**config.mk**
```make
export PLATFORM = sky130hd
export DESIGN_NAME = clock_set_ctrl
export DESIGN_NICKNAME = d
export VERILOG_FILES = /design/src/rtl/clock_set_ctrl.sv
export SDC_FILE = /design/constraint.sdc
export NUM_CORES = 1
export LEC_CHECK = 0
export ABC_CLOCK_PERIOD_IN_PS = 21800
export CAP_MARGIN = 20
export CORE_UTILIZATION = 67
export DETAILED_ROUTE_END_ITERATION = 16
export GPL_ROUTABILITY_DRIVEN = 0
export GPL_TIMING_DRIVEN = 0
export MAX_ROUTING_LAYER = met4
export PLACE_DENSITY = 0.93
export SYNTH_ARGS = -nofsm -noshare
export SYNTH_HDL_FRONTEND = slang
export SYNTH_SLANG_ARGS = --single-unit
```
**constraint.sdc**
```tcl
create_clock -name clk -period 21.8 [get_ports clk]
set_clock_uncertainty 0.1 [all_clocks]
set_input_delay 4.36 -clock clk [delete_from_list [all_inputs] [get_ports clk]]
set_output_delay 4.36 -clock clk [all_outputs]
set_load 0.005 [all_outputs]
```
**src/rtl/clock_set_ctrl.sv**
```systemverilog
// Time-of-day set/run controller: 1 s prescaler, debounced mode/increment keys,
// and a RUN/SET_H/SET_M/SET_S state machine that issues load commands to the counter.
module clock_set_ctrl #(
    parameter int TICK_DIV = 50000000,
    parameter int DB_CYC   = 1000000
) (
    input  logic        clk,
    input  logic        rst,
    input  logic        key_mode,
    input  logic        key_inc,
    input  logic [16:0] cur_sec,
    output logic        load_en,
    output logic [16:0] load_val,
    output logic        tick,
    output logic [1:0]  mode,
    output logic        blink
);
    localparam int PW = $clog2(TICK_DIV);
    localparam int CW = $clog2(DB_CYC + 1);
    localparam logic [16:0] SEC_MAX = 17'd86399;

    typedef enum logic [1:0] {
        RUN   = 2'd0,
        SET_H = 2'd1,
        SET_M = 2'd2,
        SET_S = 2'd3
    } state_t;

    logic [1:0] key_raw;
    logic [1:0] press;

    assign key_raw = {key_inc, key_mode};

    // Per key: two-stage synchronizer, then a counter that only accepts a new
    // level after it has been seen for DB_CYC consecutive cycles.
    generate
        for (genvar gi = 0; gi < 2; gi++) begin : g_key
            logic          sync1_reg;
            logic          sync2_reg;
            logic          level_reg;
            logic          press_reg;
            logic [CW-1:0] cnt_reg;

            always_ff @(posedge clk) begin
                if (rst) begin
                    sync1_reg <= 1'b1;
                    sync2_reg <= 1'b1;
                    level_reg <= 1'b1;
                    press_reg <= 1'b0;
                    cnt_reg   <= '0;
                end else begin
                    sync1_reg <= key_raw[gi];
                    sync2_reg <= sync1_reg;
                    press_reg <= 1'b0;
                    if (sync2_reg != level_reg) begin
                        if (cnt_reg == CW'(DB_CYC - 1)) begin
                            level_reg <= sync2_reg;
                            cnt_reg   <= '0;
                            press_reg <= ~sync2_reg;
                        end else begin
                            cnt_reg <= cnt_reg + 1'b1;
                        end
                    end else begin
                        cnt_reg <= '0;
                    end
                end
            end

            assign press[gi] = press_reg;
        end
    endgenerate

    state_t        state_reg;
    state_t        state_next;
    logic [PW-1:0] presc_reg;
    logic          tick_reg;
    logic          blink_reg;
    logic          load_en_reg;
    logic [16:0]   load_val_reg;

    logic          wrap;
    logic          mode_press;
    logic          inc_press;
    logic [16:0]   rem_hour;
    logic [16:0]   rem_min;
    logic [16:0]   run_val;
    logic [16:0]   inc_val;

    assign wrap       = (presc_reg == PW'(TICK_DIV - 1));
    assign mode_press = press[0];
    assign inc_press  = press[1];

    always_comb begin
        state_next = mode_press ? state_t'(state_reg + 2'd1) : state_reg;
        rem_hour   = cur_sec % 17'd3600;
        rem_min    = cur_sec % 17'd60;
        run_val    = (cur_sec >= SEC_MAX) ? 17'd0 : cur_sec + 17'd1;
        inc_val    = 17'd0;
        // Each SET field wraps within itself; out-of-range input recovers to 0.
        if (cur_sec <= SEC_MAX) begin
            case (state_reg)
                SET_H:   inc_val = (cur_sec < 17'd82800) ? cur_sec + 17'd3600 : cur_sec - 17'd82800;
                SET_M:   inc_val = (rem_hour >= 17'd3540) ? cur_sec - 17'd3540 : cur_sec + 17'd60;
                SET_S:   inc_val = (rem_min == 17'd59) ? cur_sec - 17'd59 : cur_sec + 17'd1;
                default: inc_val = 17'd0;
            endcase
        end
    end

    always_ff @(posedge clk) begin
        if (rst) begin
            state_reg    <= RUN;
            presc_reg    <= '0;
            tick_reg     <= 1'b0;
            blink_reg    <= 1'b0;
            load_en_reg  <= 1'b0;
            load_val_reg <= '0;
        end else begin
            state_reg   <= state_next;
            tick_reg    <= wrap && (state_reg == RUN);
            load_en_reg <= 1'b0;

            // Leaving SET_S restarts the second so the first tick is a full period away.
            if ((mode_press && state_reg == SET_S) || wrap) begin
                presc_reg <= '0;
            end else begin
                presc_reg <= presc_reg + 1'b1;
            end

            if (state_next == RUN) begin
                blink_reg <= 1'b0;
            end else if (wrap) begin
                blink_reg <= ~blink_reg;
            end

            if (state_reg == RUN) begin
                if (wrap) begin
                    load_en_reg  <= 1'b1;
                    load_val_reg <= run_val;
                end
            end else if (inc_press && !mode_press) begin
                load_en_reg  <= 1'b1;
                load_val_reg <= inc_val;
            end
        end
    end

    assign load_en  = load_en_reg;
    assign load_val = load_val_reg;
    assign tick     = tick_reg;
    assign mode     = state_reg;
    assign blink    = blink_reg;
endmodule

```
Figure 1. M3 wires.
Scale: 3 px per µm.
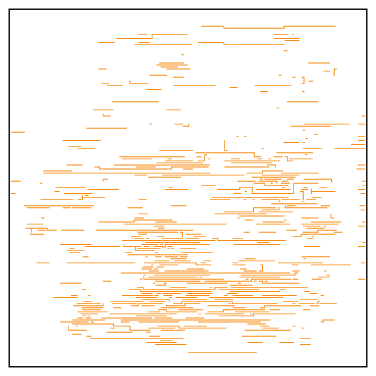
- main direction: horizontal
- longest straight run: 56.1 µm
- nets with wire on the layer: 278
- share of all routed wire: 12%
count of vias placed by the detailed router: 10500
met3 Use GR: 8.01%
final wirelength: 27.4 mm

Figure 2. The metal 2 layer.
Scale: 2 px per µm.
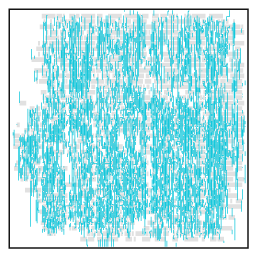
- main direction: vertical
- wire length on this layer: 12500 µm
- share of all routed wire: 45%
- nets with wire on the layer: 1212
- longest straight run: 44.9 µm
met2 usage: 62.5%

[synthesized netlist by cell type (all sizes together), types with 8 or more instances]
library cell,number,share of area (%)
nor2,177,7.3
o211ai,10,0.82
ha,22,3.0
or3,16,1.1
or2,14,0.96
mux2i,18,2.0
a21oi,66,3.6
a31oi,13,0.89
nand2,115,4.8
a211o,10,0.96
nor3,39,2.1
inv,27,1.1
clkbuf,48,2.0
nand4,19,1.5
nand2b,9,0.62
and3,34,2.3
nor2b,9,0.62
xor2,42,4.0
nor4,9,0.78
a2111oi,10,1.3
xnor2,71,6.8
o22ai,8,0.55
a311oi,8,0.77
buf,15,0.85
a21o,19,1.6
dfxtp,96,21
o21ai,85,4.7
nor4b,8,1.0
a211oi,24,2.2
and2,9,0.62
nand3,71,3.9
mux2,10,1.3
[through the flow]
| step | setup WS (ns) | util (%) | hold WS, ns | instance area (µm²) | instances |
|---|---|---|---|---|---|
| final | 6.95 | 75.9 | 0.323 | 10100 | 1492 |
| after global routing | 6.30 | 75.9 | 0.335 | 10100 | 1492 |
| after CTS | 7.38 | 75.9 | 0.325 | 10100 | 1492 |
| after detailed placement | 7.03 | 73.5 | 0.305 | 9730 | 1476 |
| after global placement | 7.24 | 73.5 | 0.301 | 9730 | 1476 |
| after floorplan | 9.46 | - | 0.289 | 9110 | 1260 |
[cells by family after synthesis]
| kind of cell | after synthesis | synth area share, % |
|---|---|---|
| compound gates | 356 | 27.8 |
| xor+xnor | 114 | 11.1 |
| fa+ha+maj | 22 | 3.02 |
| buf+inv | 94 | 4.12 |
| flops | 96 | 21.1 |
| mux | 28 | 3.29 |
| simple gates | 550 | 29.6 |
[worst max-delay path, delay by kind of cell]
kind / cells / cell delay (ns)
buffers and inverters: 8 / 2.36
AND-OR/OR-AND: 19 / 4.84
XOR/XNOR: 3 / 0.40
adder cells (fa/ha/maj): 2 / 0.69
AND/OR/NAND/NOR: 7 / 2.32
[cell type report]
class                      instances  area [µm²]  share of cell area [%]
buffer                            63         259                    2.58
tap                              176         220                    2.19
timing repair buffer              40         400                    3.98
sequential                        96        1920                    19.1
clock inverter                     7        97.6                   0.970
multi-input combinational       1070        6820                    67.8
clock buffer                       9         225                    2.24
inverter                          31         116                    1.16
[worst max path at each step]
stage                           from      endpoint  cells after the start
after floorplan           cur_sec[3]  load_val[16]                     38
after global placement    cur_sec[3]  load_val[16]                     39
after detailed placement  cur_sec[3]  load_val[16]                     39
after CTS                 cur_sec[3]  load_val[16]                     39
after global routing      cur_sec[3]  load_val[16]                     39
final                     cur_sec[3]  load_val[16]                     39
[metal layers]
metal / track usage (%) / vias up
li1: - / 4756
met2: 62.5 / 761
met4: 15.1 / 0
met5: - / -
met1: 48.7 / 4786
met3: 8.01 / 151
[report_power, final]
group          internal, mW  switching (mW)
clock                0.0928          0.0781
combinational        0.0828           0.141
sequential            0.176        0.000790
==> run notes <==
From the run reports.

- The number of buffers created by CTS reads 9.
- The critical path capture point type is a flop.
- After clock tree synthesis, the repair step resized 0 gates.
- The final tally of max-slew violations is 0.
- Total power for the finished layout comes to 0.572 mW.
- The most frequently used flop master after synthesis reads dfxtp_1.
- The total routing usage reported by global routing is between 30% and 40%.
- The post-synthesis average cell area is ~7.2 µm².
- The most common library cell in the layout ignoring fill and taps reads nor2_1.
- The flow ran to the end, and the final reports show no timing, DRC or antenna violations.
- Counting along the longest clock path gives a buffer depth of 2.
- The path depth of the worst reg2reg path reads 13.
- The max-cap check violation count is 0.
- Entering global routing, the biggest net connects 20 pins.
- The layout summary lists the proportion of cells stronger than drive strength 1 as between 5 and 6%.
- The type of element launching the critical path reads an input port.
- The path type of the worst setup path is input port to flop.
- In the routed layout, each cell is associated on average with a via count of approximately 7.0.
- The routed length per placed instance is 18.4 µm.
- The number of H-tree levels is 3.
- The async set-reset flop share out of synthesis reads 0%.
- Setup repair after global routing left no endpoint under its margin.
- The number of global-route vias before repair is 9421.
- The count of antenna diodes in the layout reads 0.
- In the final report, the number of endpoints failing setup comes to 0.
- The minimum period implied by the final worst setup slack is roughly 15 ns.
- The sequential area share after synthesis is about a fifth.
- The highest supply drop recorded on VDD is 41.1 µV.
- Based on the critical path, the design can be clocked at up to 67.3 MHz.
- The initial core utilization is just under 70%.
- The hold violation total from the final report reads 0.
- The register bit total from synthesis is 96.
- The routed design uses about 12 mm of met2 wire.
- The count of mapped cells out of synthesis reads 1260.
- The die is ~120 µm tall.
- The worst hold path stage count is 1.
- The netlist uses approximately 100 different library cells.
- The quantity of hold-fixing buffers added after cts reads 0.
- Summing every instance area after synthesis gives between 0.009 and 0.01 mm².
- The class of the tightest hold or removal check reads flop to flop.
- The top cell types in the final layout, fill and taps aside, are nor2_1 (176), nand2_1 (114), dfxtp_1 (96), o21ai_0 (74).
- The estimated wirelength of the detail-placed design reads 20.2 mm.
- Counting the fill cells in the layout gives approximately 960.
- The total cell area reported by yosys after synthesis is 0.00911 mm².
- The layout-stage area growth over the synthesis result reads 10.4%.
- The leakage power total reads between 3 and 4 nW.
- The worst slew margin relative to its limit reads 25.6%.
- The CTS log lists the clock sinks for this run as ~96.
- The wire length of the first global-routing pass is ~45 mm.
- The met3 wire length is about 3.2 mm.
- The clock latency on the worst-skew pair is 0.36 ns.
- The clock root buffer is clkbuf_16.
- The placeable core area reads roughly 0.013 mm².
- The post-CTS setup buffer count reads 0.
- According to the report, the first pass of detailed routing completed in 9 iterations.
- The total grt overflow reads 0.
- The hold path startpoint reads g_key[1].sync1_reg.
- The report lists the number of standard-cell rows as between 40 and 50.
- The setup slack of the most critical reg-to-reg path reads 18.54 ns.
- The library cell contributing the largest single delay on the critical path reads nor4_1.
- The number of top-level pins is roughly 43.
- The largest stage delay on the critical path reads between 0.9 and 1 ns.
- At the worst endpoint, the required time is roughly 22 ns.
- The net count of the mapped netlist reads between 1000 and 1500.
- The cell area power density is approximately 57 mW/mm².
- The number of antenna violations at the first check in global routing is 0.
- The highest routed metal layer is met4.
- The remaining antenna violation count is 0.
- The capture endpoint of the worst hold path reads g_key[1].sync2_reg.
- The number of nets in the final layout is 1354.
- The overall die size recorded for this design is about 0.014 mm².
- The report shows a maximum critical-path fanout of 10.
- The OpenROAD warning count is 36.
- The yosys cell count is 1260.
- The yosys warning tally reads 0.
- The startpoint of the worst-slack reg-to-reg timing path reads presc_reg[0].
- The final critical-path share of the clock period reads 68.1%.
- The first routing iteration left between 1500 and 2000 violations.
- The count of library flops with an enable pin reads 0.
- Setup total negative slack on the finished layout was measured at 0 ns.
- The detailed-route wire length on metal 1 is 10.7 mm.
- Looking at the worst setup and hold paths, the clock pins of their registers show a slew of roughly 0.080 ns.
- The critical register-to-register path endpoint is load_val[3].
- The number of flip-flops in the largest register reads 40.
- The pin closest to its max-slew limit shows a slew of ~1.1 ns.
- The number of buffers inserted by port buffering reads about 40.
- The die width is ~120 µm.
- The worst endpoint data arrival time reads 14.99 ns.
- The cell seen most often among critical-path stages is a21oi_1.
- The CTS tree is yes.
- The DRC violations left is 0.
Power and IR drop assume default switching activity.
